**Run 1: pin map**

Drawn at 3 px/micron. Pins as bars across the die edge, other pins in grey.
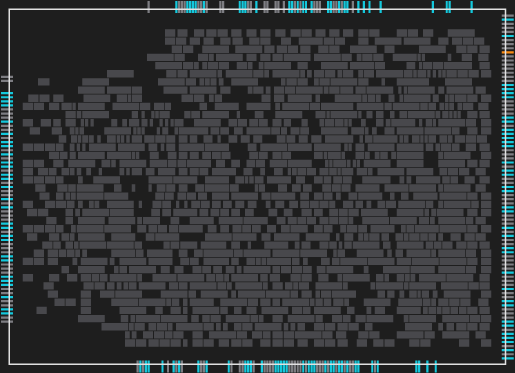
**Run 1: signal metal coverage by tile**

Drawn at 2 px/micron. The die is cut into 33 by 24 equal tiles; dark blue is low, red is high, scaled to the fullest tile. Values are wire area over tile area, all layers added.
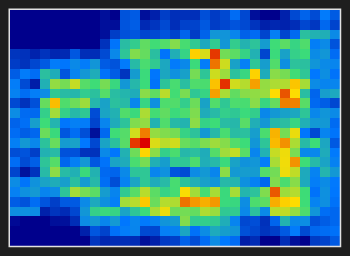
**Run 1: signal wires on met3**

Drawn at 3 px/micron. Cells faint in the background.
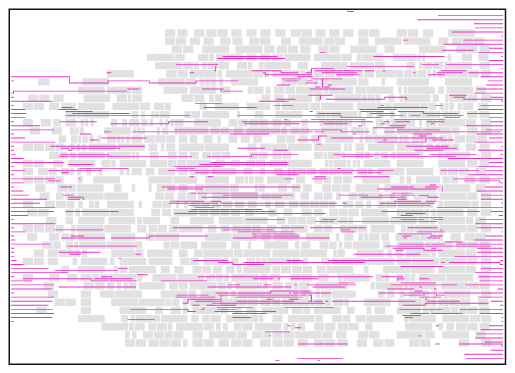
**Run 1: M2 wires**

Drawn at 3 px/micron. Cells faint in the background.
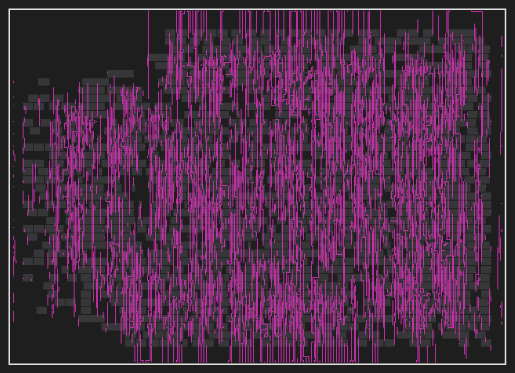
[src/rtl/mix_columns_engine_pkg.sv]
// Shared AES constants, FSM state type and the GF(2^8) xtime helper.
package aes_pkg;

   localparam logic [7:0]  AES_POLY = 8'h1b;
   localparam int unsigned AES_NB   = 4;
   localparam int unsigned COL_W    = 32;
   localparam int unsigned STATE_W  = AES_NB * COL_W;

   typedef enum logic [1:0] {
      IDLE = 2'd0,
      RUN  = 2'd1,
      DONE = 2'd2
   } state_e;

   // Column 0 is the most significant word, byte 0 of a column its top byte.
   typedef logic [0:AES_NB-1][COL_W-1:0] state_t;

   // Multiply by 02 in GF(2^8) modulo x^8+x^4+x^3+x+1.
   function automatic logic [7:0] xtime(input logic [7:0] a);
      return {a[6:0], 1'b0} ^ (a[7] ? AES_POLY : 8'h00);
   endfunction

endpackage

[src/rtl/mix_columns_engine_if.sv]
// Block-level handshake bus of the MixColumns engine.
interface mix_columns_engine_if;
   import aes_pkg::*;

   logic               in_valid;
   logic               in_ready;
   logic               inverse;
   logic [0:STATE_W-1] state_in;
   logic               out_valid;
   logic               out_ready;
   logic [0:STATE_W-1] state_out;
   logic               busy;

   modport master (
      output in_valid, inverse, state_in, out_ready,
      input  in_ready, out_valid, state_out, busy
   );

   modport slave (
      input  in_valid, inverse, state_in, out_ready,
      output in_ready, out_valid, state_out, busy
   );

endinterface

[src/rtl/mix_columns_engine_mix.sv]
// Combinational (Inv)MixColumns of a single 32-bit column.
module gf_mix_column
   import aes_pkg::*;
(
   input  logic [COL_W-1:0] col_i,
   input  logic             inverse_i,
   output logic [COL_W-1:0] col_c_o
);

   logic [0:AES_NB-1][7:0] a;
   logic [0:AES_NB-1][7:0] r;
   logic [7:0] m2 [AES_NB];
   logic [7:0] m4 [AES_NB];
   logic [7:0] m8 [AES_NB];

   assign a       = col_i;
   assign col_c_o = r;

   // xtime chains per byte, then the circulant combination for each output byte.
   always_comb begin
      r = '0;
      for (int unsigned i = 0; i < AES_NB; i++) begin
         m2[i] = xtime(a[i]);
         m4[i] = xtime(m2[i]);
         m8[i] = xtime(m4[i]);
      end
      for (int unsigned i = 0; i < AES_NB; i++) begin
         if (inverse_i) begin
            r[i] = (m8[i] ^ m4[i] ^ m2[i])
                 ^ (m8[(i+1)%AES_NB] ^ m2[(i+1)%AES_NB] ^ a[(i+1)%AES_NB])
                 ^ (m8[(i+2)%AES_NB] ^ m4[(i+2)%AES_NB] ^ a[(i+2)%AES_NB])
                 ^ (m8[(i+3)%AES_NB] ^ a[(i+3)%AES_NB]);
         end else begin
            r[i] = m2[i]
                 ^ (m2[(i+1)%AES_NB] ^ a[(i+1)%AES_NB])
                 ^ a[(i+2)%AES_NB]
                 ^ a[(i+3)%AES_NB];
         end
      end
   end

endmodule

[src/rtl/mix_columns_engine.sv]
// Iterative AES (Inv)MixColumns engine, COLS_PER_CYCLE columns per RUN cycle.
module mix_columns_engine
   import aes_pkg::*;
#(
   parameter int unsigned COLS_PER_CYCLE = 1
) (
   input logic                 clk,
   input logic                 rst_n,
   mix_columns_engine_if.slave bus
);

   localparam int unsigned CNT_W    = 2;
   localparam int unsigned CNT_LAST = AES_NB - COLS_PER_CYCLE;

   if (COLS_PER_CYCLE != 1 && COLS_PER_CYCLE != 2 && COLS_PER_CYCLE != 4) begin : g_bad_cols
      $error("mix_columns_engine: COLS_PER_CYCLE must be 1, 2 or 4");
   end

   state_e           state_q, state_d;
   logic [CNT_W-1:0] cnt_q, cnt_d;
   logic             inv_q, inv_d;
   state_t           work_q, work_d;
   logic             in_ready_q, out_valid_q, busy_q;

   logic [COL_W-1:0] col_sel [COLS_PER_CYCLE];
   logic [COL_W-1:0] col_mix [COLS_PER_CYCLE];

   // One mixer per column lane, fed from the columns selected by the counter.
   for (genvar g = 0; g < COLS_PER_CYCLE; g++) begin : g_lane
      assign col_sel[g] = work_q[CNT_W'(cnt_q + CNT_W'(g))];
      gf_mix_column u_mix (
         .col_i     (col_sel[g]),
         .inverse_i (inv_q),
         .col_c_o   (col_mix[g])
      );
   end

   // Next-state logic: capture, in-place column update, output handshake.
   always_comb begin
      state_d = state_q;
      cnt_d   = cnt_q;
      inv_d   = inv_q;
      work_d  = work_q;
      unique case (state_q)
         IDLE: begin
            if (bus.in_valid && in_ready_q) begin
               work_d  = state_t'(bus.state_in);
               inv_d   = bus.inverse;
               cnt_d   = '0;
               state_d = RUN;
            end
         end
         RUN: begin
            for (int unsigned k = 0; k < COLS_PER_CYCLE; k++) begin
               work_d[CNT_W'(cnt_q + CNT_W'(k))] = col_mix[k];
            end
            cnt_d = cnt_q + CNT_W'(COLS_PER_CYCLE);
            if (cnt_q == CNT_W'(CNT_LAST)) begin
               state_d = DONE;
            end
         end
         DONE: begin
            if (bus.out_ready) begin
               state_d = IDLE;
            end
         end
         default: state_d = IDLE;
      endcase
   end

   // State, datapath and registered status outputs.
   always_ff @(posedge clk or negedge rst_n) begin
      if (!rst_n) begin
         state_q     <= IDLE;
         cnt_q       <= '0;
         inv_q       <= 1'b0;
         work_q      <= '0;
         in_ready_q  <= 1'b1;
         out_valid_q <= 1'b0;
         busy_q      <= 1'b0;
      end else begin
         state_q     <= state_d;
         cnt_q       <= cnt_d;
         inv_q       <= inv_d;
         work_q      <= work_d;
         in_ready_q  <= (state_d == IDLE);
         out_valid_q <= (state_d == DONE);
         busy_q      <= (state_d != IDLE);
      end
   end

   assign bus.in_ready  = in_ready_q;
   assign bus.out_valid = out_valid_q;
   assign bus.busy      = busy_q;
   assign bus.state_out = work_q;

endmodule

[src/flat_wrapper.sv]
// flat-port wrapper written by rule: the top's interface ports become plain ports
module mix_columns_engine_flat import aes_pkg::*;
#(
   parameter int unsigned COLS_PER_CYCLE = 1
)
  (clk, rst_n, bus_in_valid, bus_inverse, bus_state_in, bus_out_ready, bus_in_ready, bus_out_valid, bus_state_out, bus_busy);
  mix_columns_engine_if bus_i ();
  input logic clk;
  input logic rst_n;
  input wire logic [$bits(bus_i.in_valid)-1:0] bus_in_valid;
  input wire logic [$bits(bus_i.inverse)-1:0] bus_inverse;
  input wire logic [$bits(bus_i.state_in)-1:0] bus_state_in;
  input wire logic [$bits(bus_i.out_ready)-1:0] bus_out_ready;
  output wire logic [$bits(bus_i.in_ready)-1:0] bus_in_ready;
  output wire logic [$bits(bus_i.out_valid)-1:0] bus_out_valid;
  output wire logic [$bits(bus_i.state_out)-1:0] bus_state_out;
  output wire logic [$bits(bus_i.busy)-1:0] bus_busy;
  assign bus_i.in_valid = bus_in_valid;
  assign bus_i.inverse = bus_inverse;
  assign bus_i.state_in = bus_state_in;
  assign bus_i.out_ready = bus_out_ready;
  assign bus_in_ready = bus_i.in_ready;
  assign bus_out_valid = bus_i.out_valid;
  assign bus_state_out = bus_i.state_out;
  assign bus_busy = bus_i.busy;
  mix_columns_engine #(.COLS_PER_CYCLE(COLS_PER_CYCLE)) u_core (.clk(clk), .rst_n(rst_n), .bus(bus_i));
endmodule
[config.mk]
export PLATFORM = sky130hd
export DESIGN_NAME = mix_columns_engine_flat
export DESIGN_NICKNAME = d
export VERILOG_FILES = /design/src/rtl/mix_columns_engine_pkg.sv /design/src/rtl/mix_columns_engine_if.sv /design/src/rtl/mix_columns_engine_mix.sv /design/src/rtl/mix_columns_engine.sv /design/src/flat_wrapper.sv
export SDC_FILE = /design/constraint.sdc
export NUM_CORES = 1
export LEC_CHECK = 0
export CAP_MARGIN = 10
export CORE_ASPECT_RATIO = 0.7
export CORE_MARGIN = 4
export CORE_UTILIZATION = 52
export DETAILED_ROUTE_END_ITERATION = 10
export PLACE_DENSITY = 0.95
export SYNTH_ARGS = -nofsm -noshare
export SYNTH_HDL_FRONTEND = slang
export SYNTH_SLANG_ARGS = --single-unit
[constraint.sdc]
create_clock -name clk -period 8.8 [get_ports clk]
set_clock_uncertainty 0.1 [all_clocks]
set_input_delay 1.76 -clock clk [delete_from_list [all_inputs] [get_ports clk]]
set_output_delay 1.76 -clock clk [all_outputs]
set_load 0.01 [all_outputs]
==> impl.org, run 1 <==
#+TITLE: Flow metrics

** Min path
- The tightest min-delay check is of the flip-flop to flip-flop type.

** Cells and area
- Finished Core Util :: 73.98%
- Post-route cell area :: 12270 sq um
- Top library cells by usage in the layout, fill and taps aside :: 262 x clkdlybuf4s50_1, 133 x dfrtp_1, 121 x xnor2_1
- Area growth from synthesis to layout :: 37.01%

** Floorplanning
- The report lists the number of standard-cell rows as 39.
- Init Core Util :: 54.00%
- Full die area :: 19430 sq um

** Logic synthesis
- After synthesis, the share of cell area in mux cells is 9.399%.
- Average footprint of a synthesized cell :: 11.02 sq um
- After synthesis, the largest area contributor takes up 37.71% of total cell area.
- Post-synth regs :: 136
- Per the synthesis report, the dominant area consumer among library cells is dfrtp_1.
- Summing the areas of all xor and xnor instances in the mapped netlist gives 24.43% of the synthesized area.
- The most used flip-flop cell after synthesis is dfrtp_1.
- Main logic family after synthesis :: XOR/XNOR gates
- The synthesis report lists the most area-consuming cells as dfrtp_1 38%, xnor2_1 12%, mux4_2 8.0%, a22oi_1 7.4%, xnor3_1 5.8%.
- Seq/Total Area, Yosys :: 38.00%

** Final timing
- Setup repair after global routing missed its margin :: false
- Summed over all failing endpoints, the final setup total negative slack is 0 ns.
- Setup violations remaining at the end of the flow were counted as 0.
- Final tally of max-slew violations :: 0
- Achievable clock frequency :: 225.8 MHz
- Minimum clock period :: 4.429 ns

** Detailed routing
- After detailed routing, the number of remaining DRC violations is 0.
- The detailed router finished its first iteration with 1220 violations.
- Per the detail_route report, vias per standard cell equal 6.521.

** Worst setup path
- Max Fanout on Critical Path :: 23
- In this run the critical path is formed by buf_4 > mux4_2 > xnor2_2 > xnor3_1 > xnor3_1 > nand2_1 > xnor2_1 > o21ai_0.
- The data required time reported for the critical path is 8.93 ns.
- Crit Path Category :: flip-flop to flip-flop

** Clock tree
- In this run the deepest clock path goes through 2 buffers.
- CTS clock-pin slew for the worst setup and hold paths :: 0.06 ns
- For this design, the CTS-stage hold fixing added 0 buffers.
- TritonCTS built the clock tree.
- After clock tree synthesis, the setup repair step added 0 buffers.
- CTS HTree Levels :: 4
- The skew report gives the latency at the later pin of the worst-skew pair as 0.44 ns.

** GRT
- Global-route wire length before repair :: 50870 microns
- Largest net degree at the start of global routing :: 99
- The number of antenna violations at the first check in global routing came to 0.

** Outcome
- The run finished with clean final reports.

** Place
- After detailed placement, the total cell area comes to 11670 sq um.
Notes on 'pin map' above:
Cyan marks bus_state_out, pins 128, direction output, edge 36 south, 35 east, 29 north, 28 west. Orange marks bus_in_valid, pins 1, direction input, edge east.
chip width: 164.9 microns
Die Span Y: 117.8 microns
number of port buffers: 263

Notes on 'signal metal coverage by tile' above:
The densest ninth of the die: centre. 7.7% of the tiles are nearly empty. The fullest tile reaches 0.87.

Notes on 'signal wires on met3' above:
The wires run mostly horizontal. The layer holds 15% of the routed length. The longest straight run is 80.5 microns. 317 nets have wire on it.
met3 routing resource usage after global routing: 13.93%
routed vias: 8347
final wirelength: 33360 microns

Notes on 'M2 wires' above:
The layer holds 44% of the routed length. The layer carries 14600 microns of wire. The longest straight run is 60.9 microns. 1062 nets have wire on it.

==> run 1: through the flow <==
step / setup slack (ns) / instances
after floorplan: 5.640 / 813
after global placement: 4.581 / 1248
after detailed placement: 4.526 / 1248
after CTS: 4.436 / 1280
after global routing: 4.141 / 1280
final: 4.371 / 1280
==> run 1: per-layer routing <==
metal / GRT usage (%) / wire (microns) / vias up / share of wire [%]
met5: 0 / 0 / - / 0
met4: 13.19 / 1152 / 0 / 3.5
met3: 13.93 / 4919 / 104 / 15
met2: 49.74 / 14560 / 704 / 44
met1: 46.90 / 12720 / 4083 / 38
li1: - / - / 3456 / -
==> run 1: worst max-delay path, delay by kind of cell, from the launching register on <==
kind	cells	cell delay [ns]
AND-OR/OR-AND	1	0.24
XOR/XNOR	4	1.85
buffers and inverters	1	0.52
flip-flops	1	0.73
multiplexers	1	0.68
AND/OR/NAND/NOR	1	0.09
==> run 1: path summary, 6_finish.rpt <==
path                                                 startpoint                              endpoint  slack (ns)  cells past startpoint
max                                 u_core.cnt_q[0]$_DFFE_PN0P_  u_core.bus.state_out[19]$_DFFE_PN0P_        4.37                      8
min                        u_core.bus.state_out[60]$_DFFE_PN0P_  u_core.bus.state_out[60]$_DFFE_PN0P_        0.43                      2
max reg2reg                         u_core.cnt_q[0]$_DFFE_PN0P_  u_core.bus.state_out[19]$_DFFE_PN0P_        4.37                      8
min reg2reg                u_core.bus.state_out[60]$_DFFE_PN0P_  u_core.bus.state_out[60]$_DFFE_PN0P_        0.43                      2
max in group asynchronous                                 rst_n  u_core.bus.state_out[26]$_DFFE_PN0P_        6.08                      2
min in group asynchronous                                 rst_n  u_core.bus.state_out[91]$_DFFE_PN0P_        1.22                      1
==> run 1: cell usage after synthesis, types with 5 or more instances <==
library cell	n
a21oi_1	12
a211oi_1	8
nor3_1	25
and3_1	8
and2_1	5
xnor3_1	23
o21ai_1	11
a221o_1	24
clkbuf_1	45
a22oi_1	88
nand2_1	45
mux4_2	32
nor2_1	34
dfrtp_1	135
mux2i_1	11
nand3_1	12
xnor2_2	6
xor2_1	34
xnor2_1	121
o21ai_0	77
clkinv_1	5
buf_2	11
==> run 1: registers in the layout, indices dropped and copies added (netlist names) <==
register,count
u_core.bus.busy,1
u_core.bus.in_ready,1
u_core.bus.out_valid,1
u_core.bus.state_out,128
u_core.cnt_q,2
u_core.inv_q,1
u_core.state_q,2
==> run 1: kinds of logic after synthesis <==
| kind of cell | after synthesis |
|---|---|
| xor gates and xnor gates | 193 |
| buffers and inverters | 70 |
| adders and majority gates | 4 |
| AOI/OAI and AO/OA | 232 |
| muxes | 44 |
| DFF | 136 |
| and+or+nand+nor | 134 |
==> run 1: final cells by class <==
type / count / area, sq um
Clock buffer: 20 / 456.7
Clock inverter: 12 / 142.6
Fill cell: 1136 / 4317
Inverter: 8 / 30.03
Multi-Input combinational cell: 607 / 5255
Sequential cell: 136 / 3407
Tap cell: 225 / 281.5
Timing Repair Buffer: 272 / 2701
**Run 1: track usage over the die**

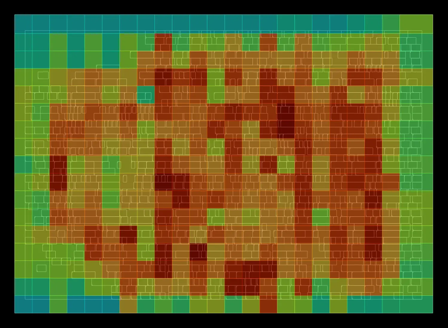

## Run 2: what changed since run 1
- CORE_UTILIZATION: 52 -> 44
- PLACE_DENSITY: 0.95 -> 0.86
- clock period: 8.8 -> 3.9 ns (I/O delays scaled with it)
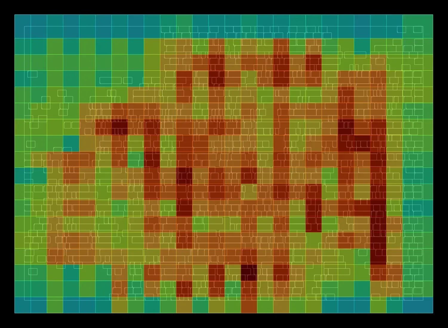
**Above:** run 2 (track usage over the die).
M1 GR Usage: 41.34%
WL per Instance: 25.08 microns
Finished Core Util: 63.15%

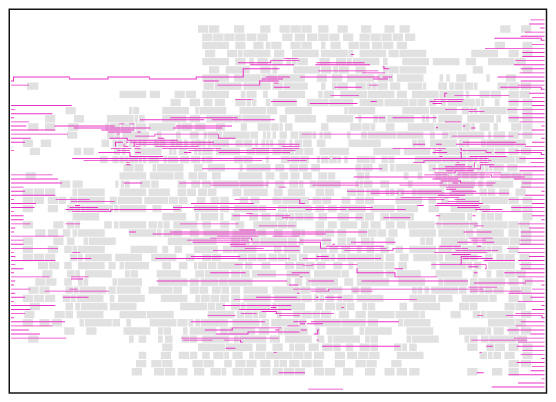
**Above:** run 2 (signal wires on met3).
Drawn at 3 px/micron. Cells faint in the background.
The layer carries 4770 microns of wire. The wires run mostly horizontal.

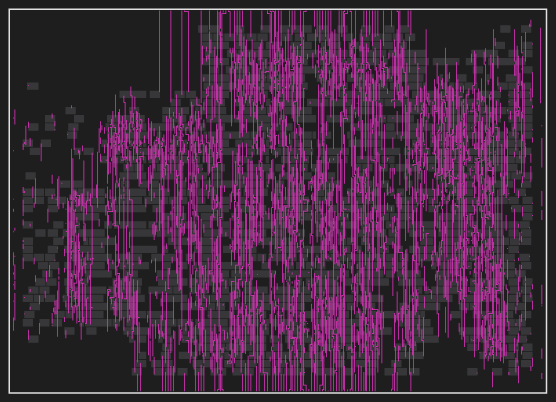
**Above:** run 2 (M2 wires).
Drawn at 3 px/micron. Cells faint in the background.
The layer holds 44% of the routed length. The layer carries 14800 microns of wire. The wires run mostly vertical.

==> run 2 against run 1 <==
Fmax increased by 19%; utilization decreased by 11 points; setup slack got worse by 4.2 ns; critical path type unchanged.
==> impl.org, run 2 <==
#+TITLE: Flow metrics

** Floorplanning
- The width of the die is 178.5 microns (was 164.9 microns).

** Place
- The number of input and output port buffers inserted is 263 (unchanged).
- The number of cells in the design after placement was 1316 (was 1248).

** Clock tree
- The CTS tree was built (unchanged).
- Clock latency on the worst-skew pair :: 0.44 ns (about the same)
- The number of setup buffers added after CTS came to 0 (unchanged).

** Logic synthesis
- Post-synthesis cell type with the largest combined area :: dfrtp_1 (unchanged)
- Seq/Total Area, Yosys :: 38.00% (unchanged)
- Share of Yosys cell area claimed by the top area cell type :: 37.71% (unchanged)
- Post-synth regs :: 136 (unchanged)
- Top cells by count: 135 x dfrtp_1, 121 x xnor2_1, 88 x a22oi_1 (unchanged).

** Worst setup path
- The highest fanout seen on the critical path came to 13 (was 23).

** Detailed routing
- Average via count per standard cell :: 6.151 (was 6.521)
- Total DRC errors in the routed layout :: 0 (unchanged)

** GRT
- Global-route wire length before repair :: 50410 microns (was 50870 microns)

** Cells and area
- The number of flip-flops in the largest register came to 128 (unchanged).
- Top library cells by usage in the layout, fill and taps aside :: 262 x clkdlybuf4s50_1, 133 x dfrtp_1, 121 x xnor2_1 (unchanged)

** Final timing
- Final tally of max-slew violations :: 0 (unchanged)

** Outcome
- Result of the run: complete, no violations (unchanged).
-- run 2: cell type report --
type / count / area, sq um
Multi-Input combinational cell: 607 / 5265
Clock buffer: 20 / 466.7
Timing Repair Buffer: 295 / 2924
Inverter: 8 / 30.03
Sequential cell: 136 / 3407
Clock inverter: 12 / 140.1
Tap cell: 270 / 337.8
Fill cell: 1557 / 7336
-- run 2: critical path: stages, from the launching register on --
cell	delay (ns)
dfrtp_2	0.58
buf_12	0.23
mux4_2	0.65
xnor2_4	0.41
xnor3_1	0.58
xnor3_1	0.35
nand2_1	0.09
xnor2_1	0.43
a21oi_1	0.16
-- run 2: cells by family after synthesis --
group	synth area share, %
AND-OR/OR-AND	17.46
XOR/XNOR	24.43
adder cells (fa/ha/maj)	0.5587
buffers and inverters	3.505
flip-flops	38.00
multiplexers	9.399
AND/OR/NAND/NOR	6.648
-- run 2: how the worst max path moves through the flow --
stage,start,end,slack (ns),cells after the start
6_report,u_core.cnt_q[0]$_DFFE_PN0P_,u_core.bus.state_out[99]$_DFFE_PN0P_,0.18,8
5_1_grt,u_core.cnt_q[0]$_DFFE_PN0P_,u_core.bus.state_out[83]$_DFFE_PN0P_,0.07,8
4_1_cts,u_core.cnt_q[0]$_DFFE_PN0P_,u_core.bus.state_out[99]$_DFFE_PN0P_,0.20,8
3_5_place_dp,u_core.cnt_q[0]$_DFFE_PN0P_,u_core.bus.state_out[26]$_DFFE_PN0P_,0.27,7
3_3_place_gp,u_core.cnt_q[0]$_DFFE_PN0P_,u_core.bus.state_out[76]$_DFFE_PN0P_,0.30,8
2_1_floorplan,u_core.cnt_q[0]$_DFFE_PN0P_,u_core.bus.state_out[82]$_DFFE_PN0P_,0.74,8
-- run 2: routing by layer --
metal	GRT usage, %	vias up	wire length [microns]
met4	7.668	0	641
li1	-	3502	-
met1	41.34	4077	13570
met3	10.56	71	4773
met5	0	-	0
met2	43.75	642	14820
-- run 2: stage by stage --
step / cell area (sq um) / hold slack, ns / setup slack, ns
floorplan: 8959 / 0.3844 / 0.7396
global placement: 11960 / 0.4138 / 0.2956
detailed placement: 11960 / 0.4241 / 0.2706
CTS: 12570 / 0.3232 / 0.2043
global route: 12570 / 0.3452 / 0.06853
finish: 12570 / 0.2885 / 0.1793
## Run 3: what changed since run 2
- CTS_CLUSTER_SIZE: unset -> 8
- SLEW_MARGIN: unset -> 20
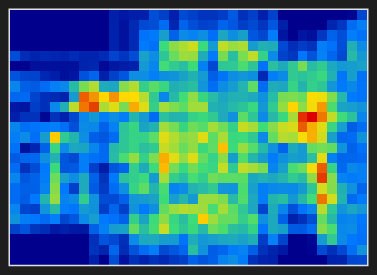
**Above:** run 3 (signal metal coverage by tile).
Drawn at 2 px/micron. The die is cut into 36 by 25 equal tiles; dark blue is low, red is high, scaled to the fullest tile. Values are wire area over tile area, all layers added.
The mean over all tiles is 0.26. The densest ninth of the die: centre. The emptiest ninth of the die: north-west.

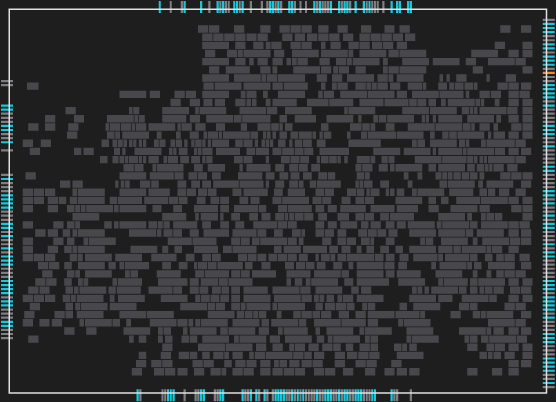
**Above:** run 3 (pin map).
Drawn at 3 px/micron. Pins as bars across the die edge, other pins in grey.
Orange marks bus_in_valid, pins 1, direction input, edge east. Cyan marks bus_state_out, pins 128, direction output, edge 44 east, 32 south, 27 north, 25 west.
All pins by edge: 91 east, 66 south, 54 west, 53 north.
Die Span Y: 127.4 microns
chip width: 178.5 microns

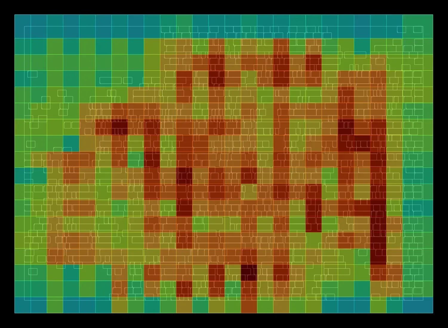
**Above:** run 3 (track usage over the die).
most utilized layer in the global route result: met2
combined global-route utilization of all metal layers: 29.44%

==> run 3 against run 2 <==
Critical path depth is the same; register-to-register slack about the same; wire length is the same; hold slack unchanged; area after synthesis unchanged; sequential cell count unchanged; utilization unchanged; highest routed layer unchanged; synthesized cell count did not move; die size is the same.
==> impl.org, run 3 <==
#+TITLE: Flow metrics

** Final timing
- Aggregate negative setup slack :: 0 ns (unchanged)
- The number of max-slew violations in the final report came to 0 (unchanged).
- The clock period minus final worst setup slack came to 3.721 ns (unchanged).
- The maximum frequency from static timing analysis is 268.8 MHz (unchanged).
- Post-route worst setup slack :: 0.1793 ns (unchanged)
- Setup violations, final :: 0 (unchanged)
- Setup repair after global routing missed its margin :: false (unchanged)

** Worst setup path
- The launch point of the worst reg-to-reg path was u_core.cnt_q[0]$_DFFE_PN0P_ (unchanged).
- End of the worst register-to-register path :: u_core.bus.state_out[99]$_DFFE_PN0P_ (unchanged)
- Data required time at the worst endpoint :: 4.10 ns (about the same)
- The highest fanout seen on the critical path came to 13 (unchanged).
- The flop-to-flop setup slack was 0.18 ns (about the same).
- Crit Path Category :: flip-flop to flip-flop (unchanged)

** GRT
- The maximum number of pins on one net before global-route repair came to 83 (unchanged).
- The number of antenna violations at the first check in global routing came to 0 (unchanged).

** Logic synthesis
- Ranking of synthesized cells by area :: dfrtp_1 38%, xnor2_1 12%, mux4_2 8.0%, a22oi_1 7.4%, xnor3_1 5.8% (unchanged)
- The post-synthesis cell type with the largest combined area was dfrtp_1 (unchanged).
- Post-synth regs :: 136 (unchanged)
- Average footprint of a synthesized cell :: 11.02 sq um (unchanged)
- The most common flop cell mapped by yosys was dfrtp_1 (unchanged).
- The share of the synthesized area in the top cell type was 37.71% (unchanged).

** Detailed routing
- Iteration-0 DRC Markers :: 1035 (unchanged)
- WL per Instance :: 25.08 microns (unchanged)
- Routed vias :: 8292 (unchanged)
- Final wirelength :: 33810 microns (unchanged)
- Total DRC errors in the routed layout :: 0 (unchanged)
- The via count normalized by instance count is 6.151 (unchanged).

** Clock tree
- The maximum clock insertion buffer count was 2 (unchanged).
- The number of levels the H-tree was split into is 4 (unchanged).
- Hold_buf cts :: 0 (unchanged)
- # Post-CTS Setup Buffers :: 0 (unchanged)
- The CTS tree is built (unchanged).

** Outcome
- Result of the run :: complete, no violations (unchanged)

** Floorplanning
- The starting density of the core is 45.00% (unchanged).
- Full die area :: 22740 sq um (unchanged)

** Place
- Total placed instance area :: 11960 sq um (unchanged)
- The number of input and output port buffers inserted came to 263 (unchanged).

** Cells and area
- The number of flip-flops in the largest register is 128 (unchanged).
[run 3: final cells by class]
class                           instances  area, sq um
Inverter                                8        30.03
Multi-Input combinational cell        607         5265
Clock inverter                         12        140.1
Timing Repair Buffer                  295         2924
Fill cell                            1557         7336
Tap cell                              270        337.8
Sequential cell                       136         3407
Clock buffer                           20        466.7
[run 3: how the worst max path moves through the flow]
stage	to	from	cells past startpoint	slack (ns)
global route	u_core.bus.state_out[83]$_DFFE_PN0P_	u_core.cnt_q[0]$_DFFE_PN0P_	8	0.07
finish	u_core.bus.state_out[99]$_DFFE_PN0P_	u_core.cnt_q[0]$_DFFE_PN0P_	8	0.18
global placement	u_core.bus.state_out[76]$_DFFE_PN0P_	u_core.cnt_q[0]$_DFFE_PN0P_	8	0.30
detailed placement	u_core.bus.state_out[26]$_DFFE_PN0P_	u_core.cnt_q[0]$_DFFE_PN0P_	7	0.27
CTS	u_core.bus.state_out[99]$_DFFE_PN0P_	u_core.cnt_q[0]$_DFFE_PN0P_	8	0.20
floorplan	u_core.bus.state_out[82]$_DFFE_PN0P_	u_core.cnt_q[0]$_DFFE_PN0P_	8	0.74
[run 3: cells by family (layout without fill, tap and decap cells)]
group                      Yosys count  after routing  share of synthesized area [%]
buffers and inverters               70            335                          3.505
and+or+nand+nor                    134            134                          6.648
adders and majority gates            4              4                         0.5587
DFF                                136            136                          38.00
AOI/OAI and AO/OA                  232            232                          17.46
muxes                               44             44                          9.399
xor gates and xnor gates           193            193                          24.43
[run 3: stage by stage]
stage                     cells  util [%]
after global placement     1316     60.10
after floorplan             813         -
after global routing       1348     63.15
after CTS                  1348     63.15
final                      1348     63.15
after detailed placement   1316     60.10
[run 3: worst max-delay path, cell delays in order (launching register included)]
cell and delay [ns]:
dfrtp_2 0.58, buf_12 0.23, mux4_2 0.65, xnor2_4 0.41, xnor3_1 0.58, xnor3_1 0.35
nand2_1 0.09, xnor2_1 0.43, a21oi_1 0.16
[run 3: layer usage]
metal / part of all wire (%) / global-route usage (%)
met3: 14 / 10.56
met4: 1.9 / 7.668
met2: 44 / 43.75
met1: 40 / 41.34
met5: 0 / 0
